**Run 1: metal 1**

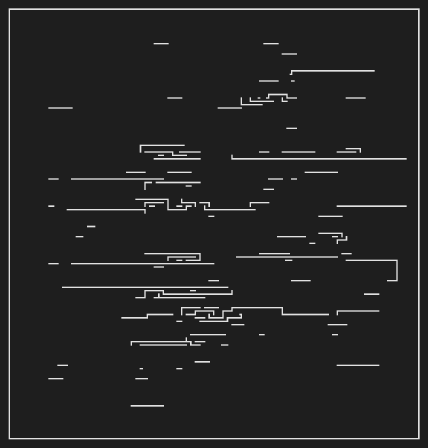
**Run 1: the clock network**

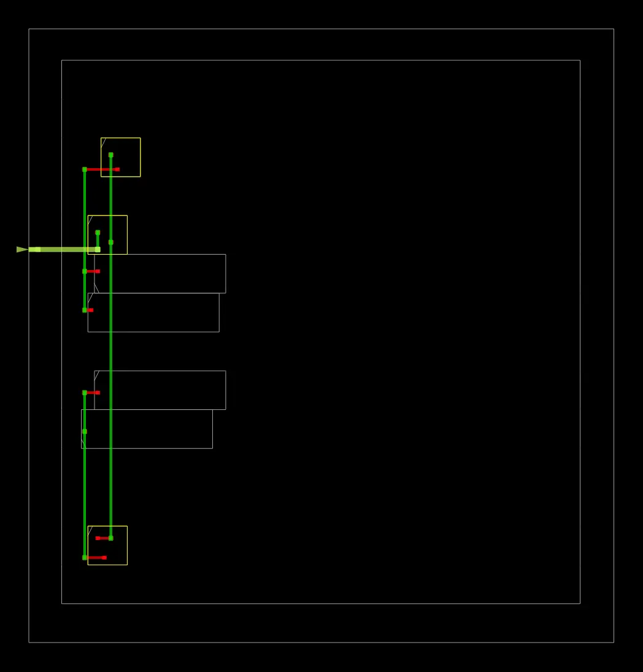
**Run 1: sizing map**

Bar = 10 microns.
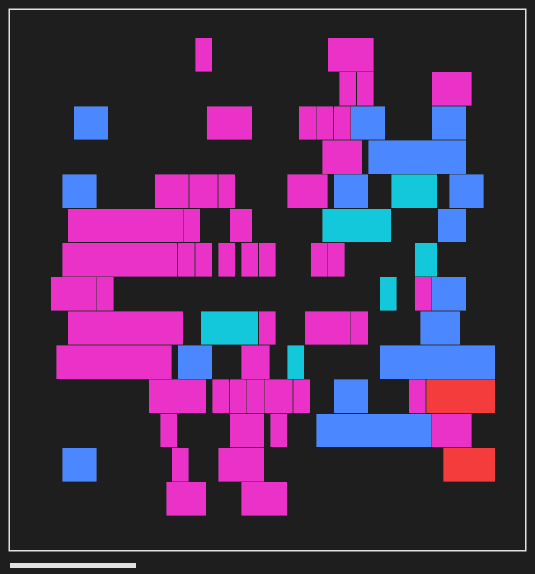
File: src/rtl/nubus_pkg.sv
// Shared types and constants for the NuBus slot arbitration agent.
package nubus_pkg;

  localparam int NUBUS_ID_W = 4;

  typedef enum logic [1:0] {
    IDLE,
    FAIR_WAIT,
    ARB,
    GRANT
  } arb_state_e;

endpackage

File: src/rtl/nubus_arbiter_if.sv
// Bus-side and master-side signals of one slot's arbitration agent.
interface nubus_arbiter_if
  import nubus_pkg::*;
#(
  parameter int ID_W = NUBUS_ID_W
);

  logic [ID_W-1:0] nub_idn;
  logic [ID_W-1:0] nub_arbn;
  logic            nub_rqstn;
  logic            nub_startn;
  logic            arbcy;
  logic [ID_W-1:0] arb_oe;
  logic            rqst_oe;
  logic            arb_grant;
  logic            fair_wait;

  // The arbiter agent itself
  modport slave (
    input  nub_idn, nub_arbn, nub_rqstn, nub_startn, arbcy,
    output arb_oe, rqst_oe, arb_grant, fair_wait
  );

  // The master controller and bus environment around the agent
  modport master (
    output nub_idn, nub_arbn, nub_rqstn, nub_startn, arbcy,
    input  arb_oe, rqst_oe, arb_grant, fair_wait
  );

endinterface

File: src/rtl/nubus_arb_resolve.sv
// Combinational NuBus /ARB contest: a bit is driven only while no higher bit
// shows a competitor asserting a line this slot does not own.
module nubus_arb_resolve #(
  parameter int ID_W = 4
) (
  input  logic [ID_W-1:0] id,
  input  logic [ID_W-1:0] bus,
  input  logic            en,
  output logic [ID_W-1:0] arb_oe,
  output logic            match
);

  logic blocked;

  always_comb begin
    blocked = 1'b0;
    arb_oe  = '0;
    for (int i = ID_W - 1; i >= 0; i--) begin
      arb_oe[i] = en & id[i] & ~blocked;
      blocked   = blocked | (bus[i] & ~id[i]);
    end
  end

  assign match = (bus == id);

endmodule

File: src/rtl/nubus_arbiter.sv
// NuBus distributed-arbitration agent for one slot.
// Define NUBUS_ARB_FAIR_EN to enable the fairness rule (won flag, FAIR_WAIT).
module nubus_arbiter
  import nubus_pkg::*;
#(
  parameter int ID_W       = NUBUS_ID_W,
  parameter int SETTLE_CYC = 2
) (
  input  logic           clkn,
  input  logic           reset,
  nubus_arbiter_if.slave bus_if
);

  localparam int CNT_W = (SETTLE_CYC < 1) ? 1 : $clog2(SETTLE_CYC + 1);
  localparam logic [CNT_W-1:0] CNT_LOAD = CNT_W'(SETTLE_CYC);

  arb_state_e       state, state_nxt;
  logic [CNT_W-1:0] cnt, cnt_nxt;
  logic [ID_W-1:0]  id, bus;
  logic             en, match, arbcy, startn;
  logic             won;

  assign id     = ~bus_if.nub_idn;
  assign bus    = ~bus_if.nub_arbn;
  assign arbcy  = bus_if.arbcy;
  assign startn = bus_if.nub_startn;
  assign en     = (state == ARB) || (state == GRANT);

  assign bus_if.rqst_oe   = en;
  assign bus_if.arb_grant = (state == GRANT);

  nubus_arb_resolve #(.ID_W(ID_W)) u_resolve (
    .id     (id),
    .bus    (bus),
    .en     (en),
    .arb_oe (bus_if.arb_oe),
    .match  (match)
  );

`ifdef NUBUS_ARB_FAIR_EN
  // A win blocks re-requesting until /RQST is seen released while we are off the bus
  always_ff @(posedge clkn or posedge reset) begin
    if (reset) begin
      won <= 1'b0;
    end else if (state == GRANT && !arbcy) begin
      won <= 1'b1;
    end else if (bus_if.nub_rqstn && !bus_if.rqst_oe) begin
      won <= 1'b0;
    end
  end

  assign bus_if.fair_wait = (state == FAIR_WAIT);
`else
  logic unused_rqstn;

  assign won              = 1'b0;
  assign unused_rqstn     = bus_if.nub_rqstn;
  assign bus_if.fair_wait = 1'b0;
`endif

  always_ff @(posedge clkn or posedge reset) begin
    if (reset) begin
      state <= IDLE;
      cnt   <= '0;
    end else begin
      state <= state_nxt;
      cnt   <= cnt_nxt;
    end
  end

  // Grant is taken on the edge where the settle count reaches zero, so an
  // uncontended request wins SETTLE_CYC+1 edges after arbcy rises.
  always_comb begin
    state_nxt = state;
    cnt_nxt   = cnt;
    case (state)
      IDLE: begin
        if (arbcy) begin
          if (won) begin
            state_nxt = FAIR_WAIT;
          end else begin
            state_nxt = ARB;
            cnt_nxt   = CNT_LOAD;
          end
        end
      end
      FAIR_WAIT: begin
        if (!arbcy) begin
          state_nxt = IDLE;
        end else if (bus_if.nub_rqstn) begin
          state_nxt = ARB;
          cnt_nxt   = CNT_LOAD;
        end
      end
      ARB: begin
        if (!startn) begin
          cnt_nxt = CNT_LOAD;
        end else if (cnt != '0) begin
          cnt_nxt = cnt - CNT_W'(1);
        end
        if (!arbcy) begin
          state_nxt = IDLE;
        end else if (startn && (cnt_nxt == '0) && match) begin
          state_nxt = GRANT;
        end
      end
      GRANT: begin
        if (!arbcy) begin
          state_nxt = IDLE;
        end
      end
      default: begin
        state_nxt = IDLE;
      end
    endcase
  end

endmodule

File: src/flat_wrapper.sv
// flat-port wrapper written by rule: the top's interface ports become plain ports
module nubus_arbiter_flat import nubus_pkg::*;
#(
  parameter int ID_W       = NUBUS_ID_W,
  parameter int SETTLE_CYC = 2
)
  (clkn, reset, bus_if_nub_idn, bus_if_nub_arbn, bus_if_nub_rqstn, bus_if_nub_startn, bus_if_arbcy, bus_if_arb_oe, bus_if_rqst_oe, bus_if_arb_grant, bus_if_fair_wait);
  nubus_arbiter_if #(.ID_W(ID_W)) bus_if_i ();
  input  logic clkn;
  input  logic reset;
  input wire logic [$bits(bus_if_i.nub_idn)-1:0] bus_if_nub_idn;
  input wire logic [$bits(bus_if_i.nub_arbn)-1:0] bus_if_nub_arbn;
  input wire logic [$bits(bus_if_i.nub_rqstn)-1:0] bus_if_nub_rqstn;
  input wire logic [$bits(bus_if_i.nub_startn)-1:0] bus_if_nub_startn;
  input wire logic [$bits(bus_if_i.arbcy)-1:0] bus_if_arbcy;
  output wire logic [$bits(bus_if_i.arb_oe)-1:0] bus_if_arb_oe;
  output wire logic [$bits(bus_if_i.rqst_oe)-1:0] bus_if_rqst_oe;
  output wire logic [$bits(bus_if_i.arb_grant)-1:0] bus_if_arb_grant;
  output wire logic [$bits(bus_if_i.fair_wait)-1:0] bus_if_fair_wait;
  assign bus_if_i.nub_idn = bus_if_nub_idn;
  assign bus_if_i.nub_arbn = bus_if_nub_arbn;
  assign bus_if_i.nub_rqstn = bus_if_nub_rqstn;
  assign bus_if_i.nub_startn = bus_if_nub_startn;
  assign bus_if_i.arbcy = bus_if_arbcy;
  assign bus_if_arb_oe = bus_if_i.arb_oe;
  assign bus_if_rqst_oe = bus_if_i.rqst_oe;
  assign bus_if_arb_grant = bus_if_i.arb_grant;
  assign bus_if_fair_wait = bus_if_i.fair_wait;
  nubus_arbiter #(.ID_W(ID_W), .SETTLE_CYC(SETTLE_CYC)) u_core (.clkn(clkn), .reset(reset), .bus_if(bus_if_i));
endmodule
File: config.mk
export PLATFORM = sky130hd
export DESIGN_NAME = nubus_arbiter_flat
export DESIGN_NICKNAME = d
export VERILOG_FILES = /design/src/rtl/nubus_pkg.sv /design/src/rtl/nubus_arbiter_if.sv /design/src/rtl/nubus_arb_resolve.sv /design/src/rtl/nubus_arbiter.sv /design/src/flat_wrapper.sv
export SDC_FILE = /design/constraint.sdc
export NUM_CORES = 1
export LEC_CHECK = 0
export ABC_AREA = 1
export ABC_CLOCK_PERIOD_IN_PS = 2000
export CORE_AREA = 2 2 39 41
export DETAILED_ROUTE_END_ITERATION = 16
export DIE_AREA = 0 0 41 43
export PLACE_DENSITY_LB_ADDON = 0.25
export SLEW_MARGIN = 20
export SYNTH_ARGS = -nofsm -noshare
export SYNTH_HDL_FRONTEND = slang
export SYNTH_SLANG_ARGS = --single-unit
File: constraint.sdc
create_clock -name clkn -period 2 [get_ports clkn]
set_clock_uncertainty 0.05 [all_clocks]
set_input_delay 0.6 -clock clkn [delete_from_list [all_inputs] [get_ports clkn]]
set_output_delay 0.6 -clock clkn [all_outputs]
set_load 0.02 [all_outputs]
==> summary.txt, run 1 <==
fresh numbers from the pnr run: DRT Pass-1 Iters=4, layout cell share with drive strength beyond 1=31.94%, DR WL/cell=9.318 microns, M2 GR Usage=19.38%, net switching fraction of the power=27.27%, Slew Limit Fails=0, pin count of the biggest net entering global routing=6, worst hold path type=in -> async, RSZ-0062 raised after global routing=yes, number of nets still failing antenna checks after routing=0, # Cells Yosys=49, register-to-register setup slack=950 ps, post-DP HPWL=658.3 microns, WP data required=1350 ps, Syn Area/Cell=7.201 sq um, Post-Syn Nets=65, Synth Seq Share=28.37%, failing checks=setup timing, Int Power=0.2024 mW, cell family with the largest share of critical-path delay=simple AND/OR/NAND/NOR gates, most numerous cell in the Yosys netlist=inv_1, drt drc=0, routed vias/inst=4.114, root buffer cell=clkbuf_4, synth cell count leaders=12 x inv_1, 9 x nor2_1, 7 x nand2_1, Chip Width=41 microns, CP Capture Type=output port, Crit path buffers/inverters=3, Setup WS post-layout=-49.69 ps, Cells after DPL=85, Fin. Hold Viols=0, WS Path Type=in -> out, CP max-delay cell=or2_4, Hold Buf Count CTS=0, Die Height=43 microns, Netlist Area Pre-Place=352.8 sq um, drt first-iter violations=4, Post-Route Utilization=44.39%, TritonCTS clock tree=yes, PwrDens=452.9 nW/um^2, post-route setup TNS=-58.37 ps, CORE AREA=1384 sq um, Site Rows=14, Ports=20, RePlAce Congestion=0.6895, fin nets=90, status=finished with violations, antenna fix cells=0, Top-area cell share=28.37%, Cell Chain, Critical Path=buf_8, inv_4, ha_4, or2_4, nor4_4, buf_4, Netlist cell types=19, GRT overflow=0, number of max-cap violations=0, LEAKAGE=0.3288 nW, crit-path max cell delay=260 ps, tool warnings=29, gr busiest metal=met2, Final Power=0.2782 mW, Synth Instances=49, Setup crit start kind=input pin, number of global-route vias before repair=378, yosys stat area=352.8 sq um, all-layer global routing usage=12.22%, number of enable flip-flop cells=0, Psw=0.07587 mW, # setup viols final=2, TritonCTS Buffers=3
## Picture notes: 'metal 1'
wire length on this layer: 310 microns
share of all routed wire: 38%
main direction: horizontal
longest straight run: 17.5 microns
nets with wire on the layer: 72
via count: 362
M1 GR Usage: 12.13%
WL final: 820 microns

## Picture notes: 'the clock network'
clock sinks: 4
CLK BUF: 3
clk_lat worst skew: 230 ps

## Picture notes: 'sizing map'
[magenta] x1 and smaller | cells: 49 | most used: inv_1
[blue] x3 and x4 | cells: 15 | most used: buf_4
[cyan] x2 | cells: 6 | most used: inv_2
[red] x6 and larger | cells: 2
bufs w/o clock: 22
Setup WS post-layout: -49.69 ps
area grow syn2layout: 74.11%
design area: 614.3 sq um

[run 1: cells by family (layout without fill, tap and decap cells)]
logic type / Yosys count / after routing / share of synthesized area, %
buffers and inverters: 15 / 38 / 17.02
other: 1 / 1 / 1.063
and+or+nand+nor: 21 / 21 / 31.56
DFF: 4 / 4 / 28.37
AOI/OAI and AO/OA: 5 / 5 / 11.35
adders and majority gates: 3 / 3 / 10.64
[run 1: state kept, by name, summed over array words and instances (netlist names)]
register,cells
u_core.cnt,2
u_core.state,2
[run 1: cell usage in the layout, fill, tap and decap left out, types with 2 or more instances in the layout]
| cell type | n |
|---|---|
| dlygate4sd2_1 | 5 |
| clkbuf_4 | 3 |
| nand2_1 | 7 |
| ha_4 | 2 |
| dfrtp_1 | 4 |
| buf_4 | 7 |
| clkdlybuf4s50_1 | 5 |
| nor2_1 | 9 |
| inv_2 | 2 |
| inv_1 | 10 |
[run 1: power groups by stage]
stage	Sequential (mW)	Clock (mW)	Combinational, mW
after floorplan	0.0922	0	0.0434
after global placement	0.0920	0	0.0887
after detailed placement	0.0922	0	0.0897
after CTS	0.0911	0.104	0.0896
after global routing	0.0924	0.112	0.102
final	0.0911	0.0961	0.0910
[run 1: layout make-up]
type	count	area (sq um)	area share (%)
flip-flops and latches	4	100.1	16.29
multi-input cells	30	220.2	35.85
repair buffers	22	200.2	32.59
clock buffers	3	22.52	3.666
inverters	13	51.30	8.350
well taps	16	20.02	3.259
[run 1: path summary, 6_finish.rpt]
path,from,to,cells after the start
max in group asynchronous,reset,u_core.state[1],2
hold reg to reg,u_core.cnt[0],u_core.cnt[1],2
setup reg to reg,u_core.state[1],u_core.cnt[0],5
setup / recovery,bus_if_nub_arbn[3],bus_if_arb_oe[0],6
min in group clkn,u_core.cnt[0],u_core.cnt[1],2
hold / removal,reset,u_core.cnt[1],2
[run 1: through the flow]
step,hold WS [ps],worst slack (ps)
2_1_floorplan,316.1,-5.157
3_3_place_gp,485.8,-934.8
3_5_place_dp,494.0,-950.6
4_1_cts,485.8,-111.8
5_1_grt,509.6,-81.86
6_report,489.6,-49.69
[run 1: routing by layer]
| metal | vias to the layer above | share of wire [%] | routed length (microns) |
|---|---|---|---|
| met3 | 0 | 11 | 91 |
| met1 | 151 | 38 | 309 |
| li1 | 197 | - | - |
| met5 | - | 0 | 0 |
| met4 | 0 | 0 | 0 |
| met2 | 14 | 51 | 420 |
[run 1: timing repair]
action,in CTS,in global routing
setup buffers,0,0
gates resized,36,8
pin swaps,4,5
endpoints found under the setup margin,5,4
==> run 2: changes to the inputs <==
--- a/config.mk
+++ b/config.mk
@@ -15,3 +15,4 @@
 export SYNTH_ARGS = -nofsm -noshare
 export SYNTH_HDL_FRONTEND = slang
 export SYNTH_SLANG_ARGS = --single-unit
+export TNS_END_PERCENT = 100
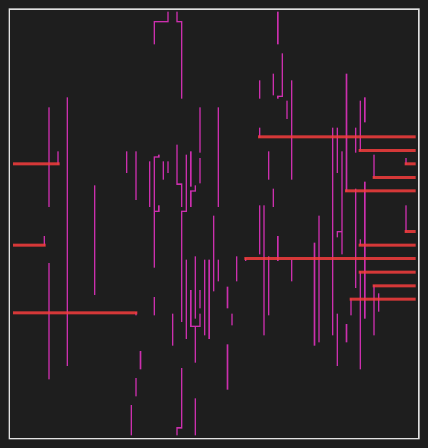
**Above:** run 2 (metal layers overlaid).
Two of the layers only.
[red] M3 | wire length: 91.0 microns
[magenta] M2 | wire length: 420 microns
all-layer global routing usage: 12.22%
DR WL/cell: 9.318 microns

==> run 2 against run 1 <==
  * The flow still finishes with violations (setup timing)
  * Clock-buffer cell count is the same
  * Sequential power is essentially flat
  * Combinational power is essentially flat
  * Synthesized area is the same
  * Final cell count is the same
  * Maximum frequency is the same
  * Die area is the same
  * Non-clock buffer count is the same
  * Critical endpoint unchanged
  * Largest cell class unchanged
==> summary.txt, run 2 <==
fresh numbers from the pnr run: status=finished with violations, failing checks=setup timing, RePlAce Congestion=0.6895, Syn Area/Cell=7.201 sq um, GRT overflow=0, number of max-cap violations=0, Hold Slack=489.6 ps, CP Capture Type=output port, # setup viols final=2, routed vias/inst=4.114, WP data required=1350 ps, TritonCTS Buffers=3, number of global-route vias before repair=378, WS Path Type=in -> out, number of nets still failing antenna checks after routing=0, CP max-delay cell=or2_4, Setup crit start kind=input pin, Fin. Hold Viols=0, Netlist cell types=19, pin count of the biggest net entering global routing=6, register-to-register setup slack=950 ps, worst hold path type=in -> async, fin nets=90, WL final=820 microns, root buffer cell=clkbuf_4, cell family with the largest share of critical-path delay=simple AND/OR/NAND/NOR gates, Synth Instances=49, TritonCTS clock tree=yes, Top-area cell share=28.37%, Setup WS post-layout=-49.69 ps, PwrDens=452.9 nW/um^2, Synth Seq Share=28.37%, Crit path buffers/inverters=3, worst flop-to-flop path endpoint=u_core.cnt[0], most common logic cell in the routed design=inv_1, clk_lat worst skew=230 ps, clock sinks=4, # Cells Yosys=49, synth cell count leaders=12 x inv_1, 9 x nor2_1, 7 x nand2_1, via count=362, logic area=220.2 sq um, Chip Width=41 microns, most numerous cell in the Yosys netlist=inv_1, drt drc=0, number of enable flip-flop cells=0, layout cell share with drive strength beyond 1=31.94%, Ports=20, area grow syn2layout=74.11%, drt first-iter violations=4
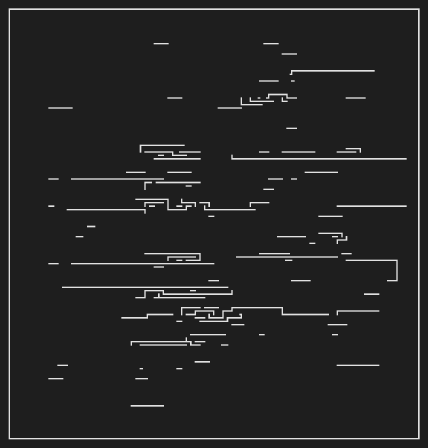
**Above:** run 2 (metal 1).
main direction: horizontal
share of all routed wire: 38%

## run 2: cell counts in the layout (fill, tap and decap cells not counted)
Identical to the previous run, type by type.
## run 2: logic make-up after synthesis
logic type	share of synthesized area [%]
and+or+nand+nor	31.56
buffers and inverters	17.02
AOI/OAI and AO/OA	11.35
DFF	28.37
adders and majority gates	10.64
other	1.063
## run 2: layout make-up
type / count / share of cell area, %
Clock buffer: 3 / 3.666
Inverter: 13 / 8.350
Multi-Input combinational cell: 30 / 35.85
Sequential cell: 4 / 16.29
Tap cell: 16 / 3.259
Timing Repair Buffer: 22 / 32.59
## run 2: through the flow
stage	std cells	util (%)	total power, mW
CTS	88	43.76	0.2847
floorplan	49	-	0.1355
global route	88	44.39	0.3062
finish	88	44.39	0.2782
detailed placement	85	41.32	0.1819
global placement	85	41.32	0.1807
## run 2: worst max-delay path by stage
| stage | start | endpoint | slack, ps | cells after the start |
|---|---|---|---|---|
| 2_1_floorplan | bus_if_nub_arbn[3] | bus_if_arb_oe[2] | -5 | 4 |
| 3_5_place_dp | bus_if_nub_arbn[3] | bus_if_arb_oe[0] | -950 | 6 |
| 6_report | bus_if_nub_arbn[3] | bus_if_arb_oe[0] | -50 | 6 |
| 5_1_grt | bus_if_nub_arbn[3] | bus_if_arb_oe[0] | -80 | 6 |
| 3_3_place_gp | bus_if_nub_arbn[3] | bus_if_arb_oe[0] | -930 | 6 |
| 4_1_cts | bus_if_nub_idn[3] | bus_if_arb_oe[0] | -110 | 5 |
## run 2: per-layer routing
metal | global-route usage [%] | vias up | wire length (microns)
met2 | 19.38 | 14 | 420
met3 | 5.236 | 0 | 91
li1 | - | 197 | -
met4 | 8.000 | 0 | 0
met1 | 12.13 | 151 | 309
met5 | 0 | - | 0
## run 2: what timing repair did
action / 4_1_cts / 5_1_grt
resized: 36 / 8
pin swaps: 4 / 5
endpoints found under the setup margin: 5 / 4
## run 2: power breakdown
part	switching, mW	internal, mW
registers	0.00403	0.0871
clock network	0.0292	0.0669
logic	0.0426	0.0484
total	0.0759	0.202
No activity file was given, so power comes from the tool's default toggle rates.
